**config.mk**
```make
export PLATFORM = sky130hd
export DESIGN_NAME = link_sync_ctrl
export DESIGN_NICKNAME = d
export VERILOG_FILES = /design/src/rtl/link_pkg.sv /design/src/rtl/link_err_monitor.sv /design/src/rtl/link_sync_ctrl.sv
export SDC_FILE = /design/constraint.sdc
export NUM_CORES = 1
export LEC_CHECK = 0
export ABC_AREA = 1
export CAP_MARGIN = 0
export CELL_PAD_IN_SITES_DETAIL_PLACEMENT = 0
export CELL_PAD_IN_SITES_GLOBAL_PLACEMENT = 1
export CORE_MARGIN = 3
export CORE_UTILIZATION = 36
export CTS_CLUSTER_SIZE = 8
export DETAILED_ROUTE_END_ITERATION = 16
export PLACE_DENSITY_LB_ADDON = 0.1
export RECOVER_POWER = 50
export SETUP_SLACK_MARGIN = 0.2
export SLEW_MARGIN = 10
export SYNTH_ARGS = -nofsm -noshare
export SYNTH_HDL_FRONTEND = slang
export SYNTH_HIERARCHICAL = 1
export SYNTH_SLANG_ARGS = --single-unit
export TNS_END_PERCENT = 50
```
**constraint.sdc**
```tcl
create_clock -name clk_4f -period 2.8 [get_ports clk_4f]
set_clock_uncertainty 0.1 [all_clocks]
set_input_delay 0.56 -clock clk_4f [delete_from_list [all_inputs] [get_ports clk_4f]]
set_output_delay 0.56 -clock clk_4f [all_outputs]
set_load 0.03 [all_outputs]
```
**src/rtl/link_pkg.sv**
```systemverilog
// ---------------------------------------------------------------------------
// link_pkg
// Shared definitions for the receive-side link synchronisation controller:
// FSM state encoding, control character codes and the counter width.
// ---------------------------------------------------------------------------
package link_pkg;

  localparam int         CNT_W = 4;
  localparam logic [7:0] K_COM = 8'hBC;
  localparam logic [7:0] K_IDL = 8'h7C;

  // 2'd3 is unused; the FSM treats it as illegal and falls back to LOS.
  typedef enum logic [1:0] {
    LOS       = 2'd0,
    COMMA_DET = 2'd1,
    SYNC      = 2'd2
  } link_state_e;

endpackage

```
**src/rtl/link_err_monitor.sv**
```systemverilog
// ---------------------------------------------------------------------------
// link_err_monitor
// Tracks code-error density while the link is in SYNC. Bad bytes add to an
// accumulated bad count; every GOOD_RUN consecutive good bytes remove one.
// When the accumulated count reaches BAD_MAX, o_lose_sync pulses in the
// same cycle as the offending byte and both counters clear.
//
// Ports:
//   clk_4f      - byte clock
//   reset_L     - asynchronous active-low reset
//   i_clear     - clear both counters (sync just acquired)
//   i_bad       - bad byte received while in SYNC
//   i_good      - good byte received while in SYNC
//   o_lose_sync - combinational pulse: this bad byte reaches BAD_MAX
// ---------------------------------------------------------------------------
module link_err_monitor
  import link_pkg::*;
#(
  parameter int BAD_MAX  = 4,
  parameter int GOOD_RUN = 4
) (
  input  logic clk_4f,
  input  logic reset_L,
  input  logic i_clear,
  input  logic i_bad,
  input  logic i_good,
  output logic o_lose_sync
);

  logic [CNT_W-1:0] r_bad_cnt;
  logic [CNT_W-1:0] r_good_cnt;
  logic [CNT_W-1:0] w_bad_inc;
  logic [CNT_W-1:0] w_good_inc;

  assign w_bad_inc   = r_bad_cnt + CNT_W'(1);
  assign w_good_inc  = r_good_cnt + CNT_W'(1);
  assign o_lose_sync = i_bad && (w_bad_inc == CNT_W'(BAD_MAX));

  always_ff @(posedge clk_4f or negedge reset_L) begin
    if (!reset_L) begin
      r_bad_cnt  <= '0;
      r_good_cnt <= '0;
    end else if (i_clear || o_lose_sync) begin
      r_bad_cnt  <= '0;
      r_good_cnt <= '0;
    end else if (i_bad) begin
      r_bad_cnt  <= w_bad_inc;
      r_good_cnt <= '0;
    end else if (i_good && (r_bad_cnt != '0)) begin
      // A full run of good bytes forgives one earlier error.
      if (w_good_inc == CNT_W'(GOOD_RUN)) begin
        r_bad_cnt  <= r_bad_cnt - CNT_W'(1);
        r_good_cnt <= '0;
      end else begin
        r_good_cnt <= w_good_inc;
      end
    end
  end

endmodule

```
**src/rtl/link_sync_ctrl.sv**
```systemverilog
// ---------------------------------------------------------------------------
// link_sync_ctrl
// Receive-side link synchronisation controller (clk_4f domain). Searches the
// recovered byte stream for COM_THRESH consecutive good COM characters to
// acquire sync, drops sync once BAD_MAX bad bytes accumulate, and qualifies
// downstream data: flags idle on IDL and forwards data bytes while synced.
//
// Optional build macro: LINK_SYNC_EVT_CNT_EN
//   defined   - err_events counts SYNC->LOS transitions, saturating at FFFF
//   undefined - err_events is tied to zero
//
// Ports:
//   clk_4f      - byte clock, all state on rising edge
//   reset_L     - asynchronous active-low reset
//   rx_byte     - parallel byte from the deserialiser
//   rx_vld      - rx_byte valid; invalid cycles are ignored
//   rx_code_err - code violation on the current byte
//   sync_ok     - link synchronised (state == SYNC)
//   idle_out    - synced and idling
//   data_out    - last forwarded data byte
//   valid_out   - one-cycle strobe per forwarded byte
//   state_out   - FSM state, debug
//   err_events  - loss-of-sync event counter
// ---------------------------------------------------------------------------
module link_sync_ctrl
  import link_pkg::*;
#(
  parameter int COM_THRESH = 4,
  parameter int BAD_MAX    = 4,
  parameter int GOOD_RUN   = 4
) (
  input  logic        clk_4f,
  input  logic        reset_L,
  input  logic [7:0]  rx_byte,
  input  logic        rx_vld,
  input  logic        rx_code_err,
  output logic        sync_ok,
  output logic        idle_out,
  output logic [7:0]  data_out,
  output logic        valid_out,
  output logic [1:0]  state_out,
  output logic [15:0] err_events
);

  link_state_e      r_state;
  link_state_e      w_state_nxt;
  logic [CNT_W-1:0] r_com_cnt;
  logic [CNT_W-1:0] w_com_nxt;
  logic [CNT_W-1:0] w_com_inc;
  logic             w_acquire;
  logic             w_lose_sync;
  logic             w_good;
  logic             w_bad;
  logic             w_is_com;
  logic             w_is_idl;
  logic             w_in_sync;
  logic             r_idle;
  logic             r_valid;
  logic [7:0]       r_data;

  assign w_good    = rx_vld && !rx_code_err;
  assign w_bad     = rx_vld && rx_code_err;
  assign w_is_com  = (rx_byte == K_COM);
  assign w_is_idl  = (rx_byte == K_IDL);
  assign w_in_sync = (r_state == SYNC);
  assign w_com_inc = r_com_cnt + CNT_W'(1);

  link_err_monitor #(
    .BAD_MAX  (BAD_MAX),
    .GOOD_RUN (GOOD_RUN)
  ) u_err_mon (
    .clk_4f      (clk_4f),
    .reset_L     (reset_L),
    .i_clear     (w_acquire),
    .i_bad       (w_bad && w_in_sync),
    .i_good      (w_good && w_in_sync),
    .o_lose_sync (w_lose_sync)
  );

  always_ff @(posedge clk_4f or negedge reset_L) begin
    if (!reset_L) begin
      r_state   <= LOS;
      r_com_cnt <= '0;
    end else begin
      r_state   <= w_state_nxt;
      r_com_cnt <= w_com_nxt;
    end
  end

  always_comb begin
    w_state_nxt = r_state;
    w_com_nxt   = r_com_cnt;
    w_acquire   = 1'b0;
    case (r_state)
      LOS: begin
        if (w_good && w_is_com) begin
          w_state_nxt = COMMA_DET;
          w_com_nxt   = CNT_W'(1);
        end
      end
      COMMA_DET: begin
        if (w_good && w_is_com) begin
          if (w_com_inc == CNT_W'(COM_THRESH)) begin
            w_state_nxt = SYNC;
            w_com_nxt   = '0;
            w_acquire   = 1'b1;
          end else begin
            w_com_nxt = w_com_inc;
          end
        end else if (rx_vld) begin
          // Any other accepted byte breaks the COM run.
          w_state_nxt = LOS;
          w_com_nxt   = '0;
        end
      end
      SYNC: begin
        if (w_lose_sync) begin
          w_state_nxt = LOS;
          w_com_nxt   = '0;
        end
      end
      default: begin
        w_state_nxt = LOS;
        w_com_nxt   = '0;
      end
    endcase
  end

  // Output qualification. Idle is only meaningful while staying in SYNC, so
  // it drops in the same cycle the FSM leaves SYNC (including on the bad byte
  // that triggers loss of sync).
  always_ff @(posedge clk_4f or negedge reset_L) begin
    if (!reset_L) begin
      r_idle  <= 1'b0;
      r_valid <= 1'b0;
      r_data  <= 8'h00;
    end else begin
      r_valid <= 1'b0;
      if (w_state_nxt != SYNC) begin
        r_idle <= 1'b0;
      end else if (w_in_sync && w_good) begin
        if (w_is_idl) begin
          r_idle <= 1'b1;
        end else if (!w_is_com) begin
          r_idle  <= 1'b0;
          r_valid <= 1'b1;
          r_data  <= rx_byte;
        end
      end
    end
  end

  assign sync_ok   = w_in_sync;
  assign idle_out  = r_idle;
  assign valid_out = r_valid;
  assign data_out  = r_data;
  assign state_out = r_state;

`ifdef LINK_SYNC_EVT_CNT_EN
  logic [15:0] r_err_events;

  always_ff @(posedge clk_4f or negedge reset_L) begin
    if (!reset_L) begin
      r_err_events <= 16'h0000;
    end else if (w_lose_sync && (r_err_events != 16'hFFFF)) begin
      r_err_events <= r_err_events + 16'd1;
    end
  end

  assign err_events = r_err_events;
`else
  assign err_events = 16'h0000;
`endif

endmodule
```
==> results.json <==
{
  "outcome": "finished, final reports clean",
  "io_pins": 41,
  "antenna_found_initial": 0,
  "cts_max_level": 1,
  "hold_viol_final": 0,
  "p_comb_share_pct": 50.7,
  "hold_path_class": "reg2reg",
  "pwr-share-clk_pct": 14.0,
  "async_flop_share_pct": 100,
  "grt_overflow_total": 0,
  "topCellsByArea": "dfrtp_1, nand2_1, nand3_1",
  "worst_pin_slew_ns": 1.34,
  "diodes": 0,
  "cts.sinks": 24,
  "rsz0062_at_grt": "no",
  "die_x_um": 73.8,
  "grt_pass1_vias": 1317,
  "tritoncts": "built",
  "post_cts_buffers": 0,
  "place_area_um2": 1890,
  "syn_inst": 206,
  "layout-area-overhead-vs-synth_pct": 17.6,
  "p_sw_uw": 761,
  "numCtsBuffers": 3,
  "fin_cells": 286,
  "path_class": "reg2out",
  "top_cells_by_count": "nand2_1, nand3_1, dfrtp_1",
  "arrival_ns": 1.62,
  "post-route-min-period_ns": 2.28,
  "io_buffer_count": 24,
  "dieArea_um2": 5440,
  "power_per_cell_area_nw_per_um2": 862,
  "insertion_delay_ns": 0.26,
  "hpwl_um": 2630,
  "gp_congestion": 0.869,
  "final_cell_mix": "nand2_1, nand3_1, dfrtp_1",
  "dp_slack_ns": 0.331,
  "cp_max_fo": 4,
  "antenna_left": 0,
  "clk-power_uw": 235,
  "crit_slowest_cell": "clkdlybuf4s50_1",
  "lay_top_count": "nand2_1",
  "ys_area_um2": 1650,
  "synth_flop_count": 24,
  "crit_chain": "inv_1, nand2_1, inv_1, clkdlybuf4s50_1",
  "drt_iter0_markers": 30,
  "drive_gt1_share_pct": 13.7,
  "start_kind": "flop",
  "seq-power_uw": 590,
  "path_delay_family": "buffers and inverters",
  "cp_common_cell": "inv_1",
  "core.rowCount": 24,
  "syn_area_per_cell_um2": 8.02,
  "ctsHoldBuffers": 0,
  "vdd_drop_max_uv": 324,
  "post_cts_resized": 0,
  "setup_ws_ns": 0.523,
  "synth_top_cell_by_count": "nand2_1",
  "grt_max_degree": 25,
  "edf_count": 0,
  "max_stage_delay_ns": 0.66,
  "r2r_start": "r_com_cnt[0]",
  "crit_path_end_kind": "output pin",
  "seqPwrFrac_pct": 35.2
}
## cells by family (layout without fill, tap and decap cells)
logic type                 Yosys count  after routing  share of synthesized area, %
adders and majority gates            7              7                          5.30
other                                1             16                         0.227
and+or+nand+nor                    116            116                          37.9
AOI/OAI and AO/OA                   12             12                          4.54
xor gates and xnor gates             2              2                          1.06
DFF                                 24             24                          36.3
buffers and inverters               43             56                          14.1
muxes                                1              1                         0.606
## state kept, by name, indices dropped and copies added, names as in the netlist
name / flops
data_out: 8
r_com_cnt: 4
state_out: 2
u_err_mon/r_good_cnt: 4
valid_out: 1
u_err_mon/r_bad_cnt: 4
idle_out: 1
## cell type report
type                       count  area (um2)  share of cell area, %
multi-input combinational    154         873                   44.9
sequential                    24         601                   30.9
timing repair buffer          26         251                   12.9
inverter                      26        97.6                   5.02
tap                           52        65.1                   3.35
clock buffer                   4        55.1                   2.83
## final timing paths
path / to / slack [ns]
worst max-delay path: sync_ok / 0.52
worst min register to register: data_out[7] / 0.37
worst max register to register: u_err_mon/r_good_cnt[2] / 0.83
max in group asynchronous: data_out[3] / 0.80
worst min-delay path: data_out[7] / 0.37
min in group asynchronous: data_out[1] / 1.01
## routing by layer
| layer | up-vias | wire (um) | track usage [%] |
|---|---|---|---|
| met1 | 629 | 1480 | 16.3 |
| met5 | - | 0 | 0 |
| li1 | 685 | - | - |
| met2 | 31 | 1640 | 23.1 |
| met3 | 4 | 137 | 3.42 |
| met4 | 0 | 35 | 3.02 |
## stage by stage
step / util (%) / hold WS [ns]
after global placement: 43.2 / 0.357
final: 44.3 / 0.371
after CTS: 44.5 / 0.383
after global routing: 44.3 / 0.399
after floorplan: - / 0.164
after detailed placement: 43.2 / 0.361
Figure 1. Routing congestion.
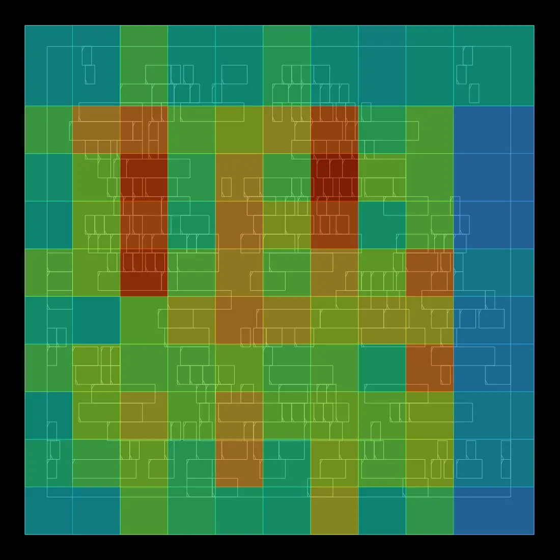
wire per inst: 11.5 um
M1 GR Usage: 16.3%
met3 Track Usage GR: 3.42%
met2 GRT Util: 23.1%

Figure 2. Layout detail.
Region (24, 24) to (49, 49) um. Cells in grey, sequential cells in the stronger grey; small squares are vias.
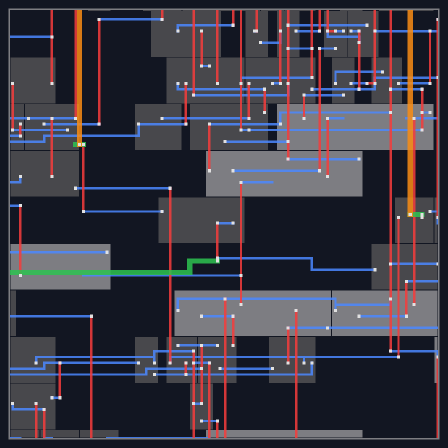
legend:
  orange:
    layer: M4
  red:
    layer: M2
  blue:
    layer: M1
  green:
    layer: M3
cells with their middle in the window: 29
sequential cells in the window: 5
most frequent: dfrtp_1 (5), nand2_1 (4)
netlist names of flops here include: `u_err_mon/r_bad_cnt` (2)

Figure 3. Sequential cells grouped by signal name.
Drawn at 4 px/um.
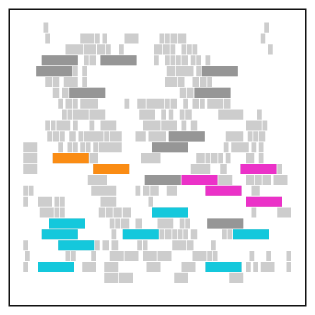
legend:
  magenta:
    signal: `u_err_mon/r_good_cnt`
    placed_flops: 4
    where: right middle
  cyan:
    signal: `data_out`
    placed_flops: 8
  orange:
    signal: `state_out`
    placed_flops: 2
fin util: 44.3%
fraction of area in registers: 30.9%

Figure 4. M2 wires.
Drawn at 4 px/um.
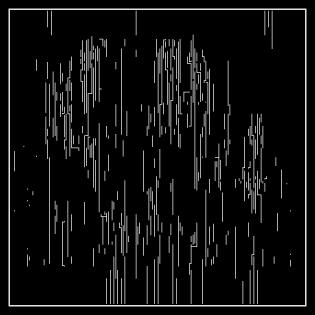
nets with wire on the layer: 210
main direction: vertical
DR vias: 1349
final WL: 3290 um

Figure 5. Cell sizes after repair.
Drawn at 6 px/um.
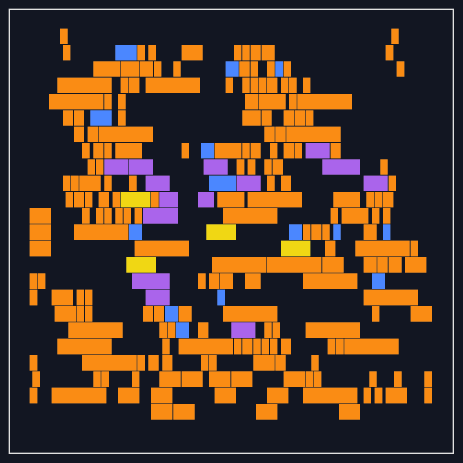
legend:
  purple:
    size: x3 and x4
    cells: 14
    share: 6.0%
  blue:
    size: x2
    cells: 14
    share: 6.0%
  yellow:
    size: x6 and larger
    cells: 4
    share: 1.7%
  orange:
    size: x1 and smaller
    cells: 202
    share: 86%
Design Area, Final: 1940 um2
non-clock buffer count: 26

Power is estimated from default activity; no workload was simulated.
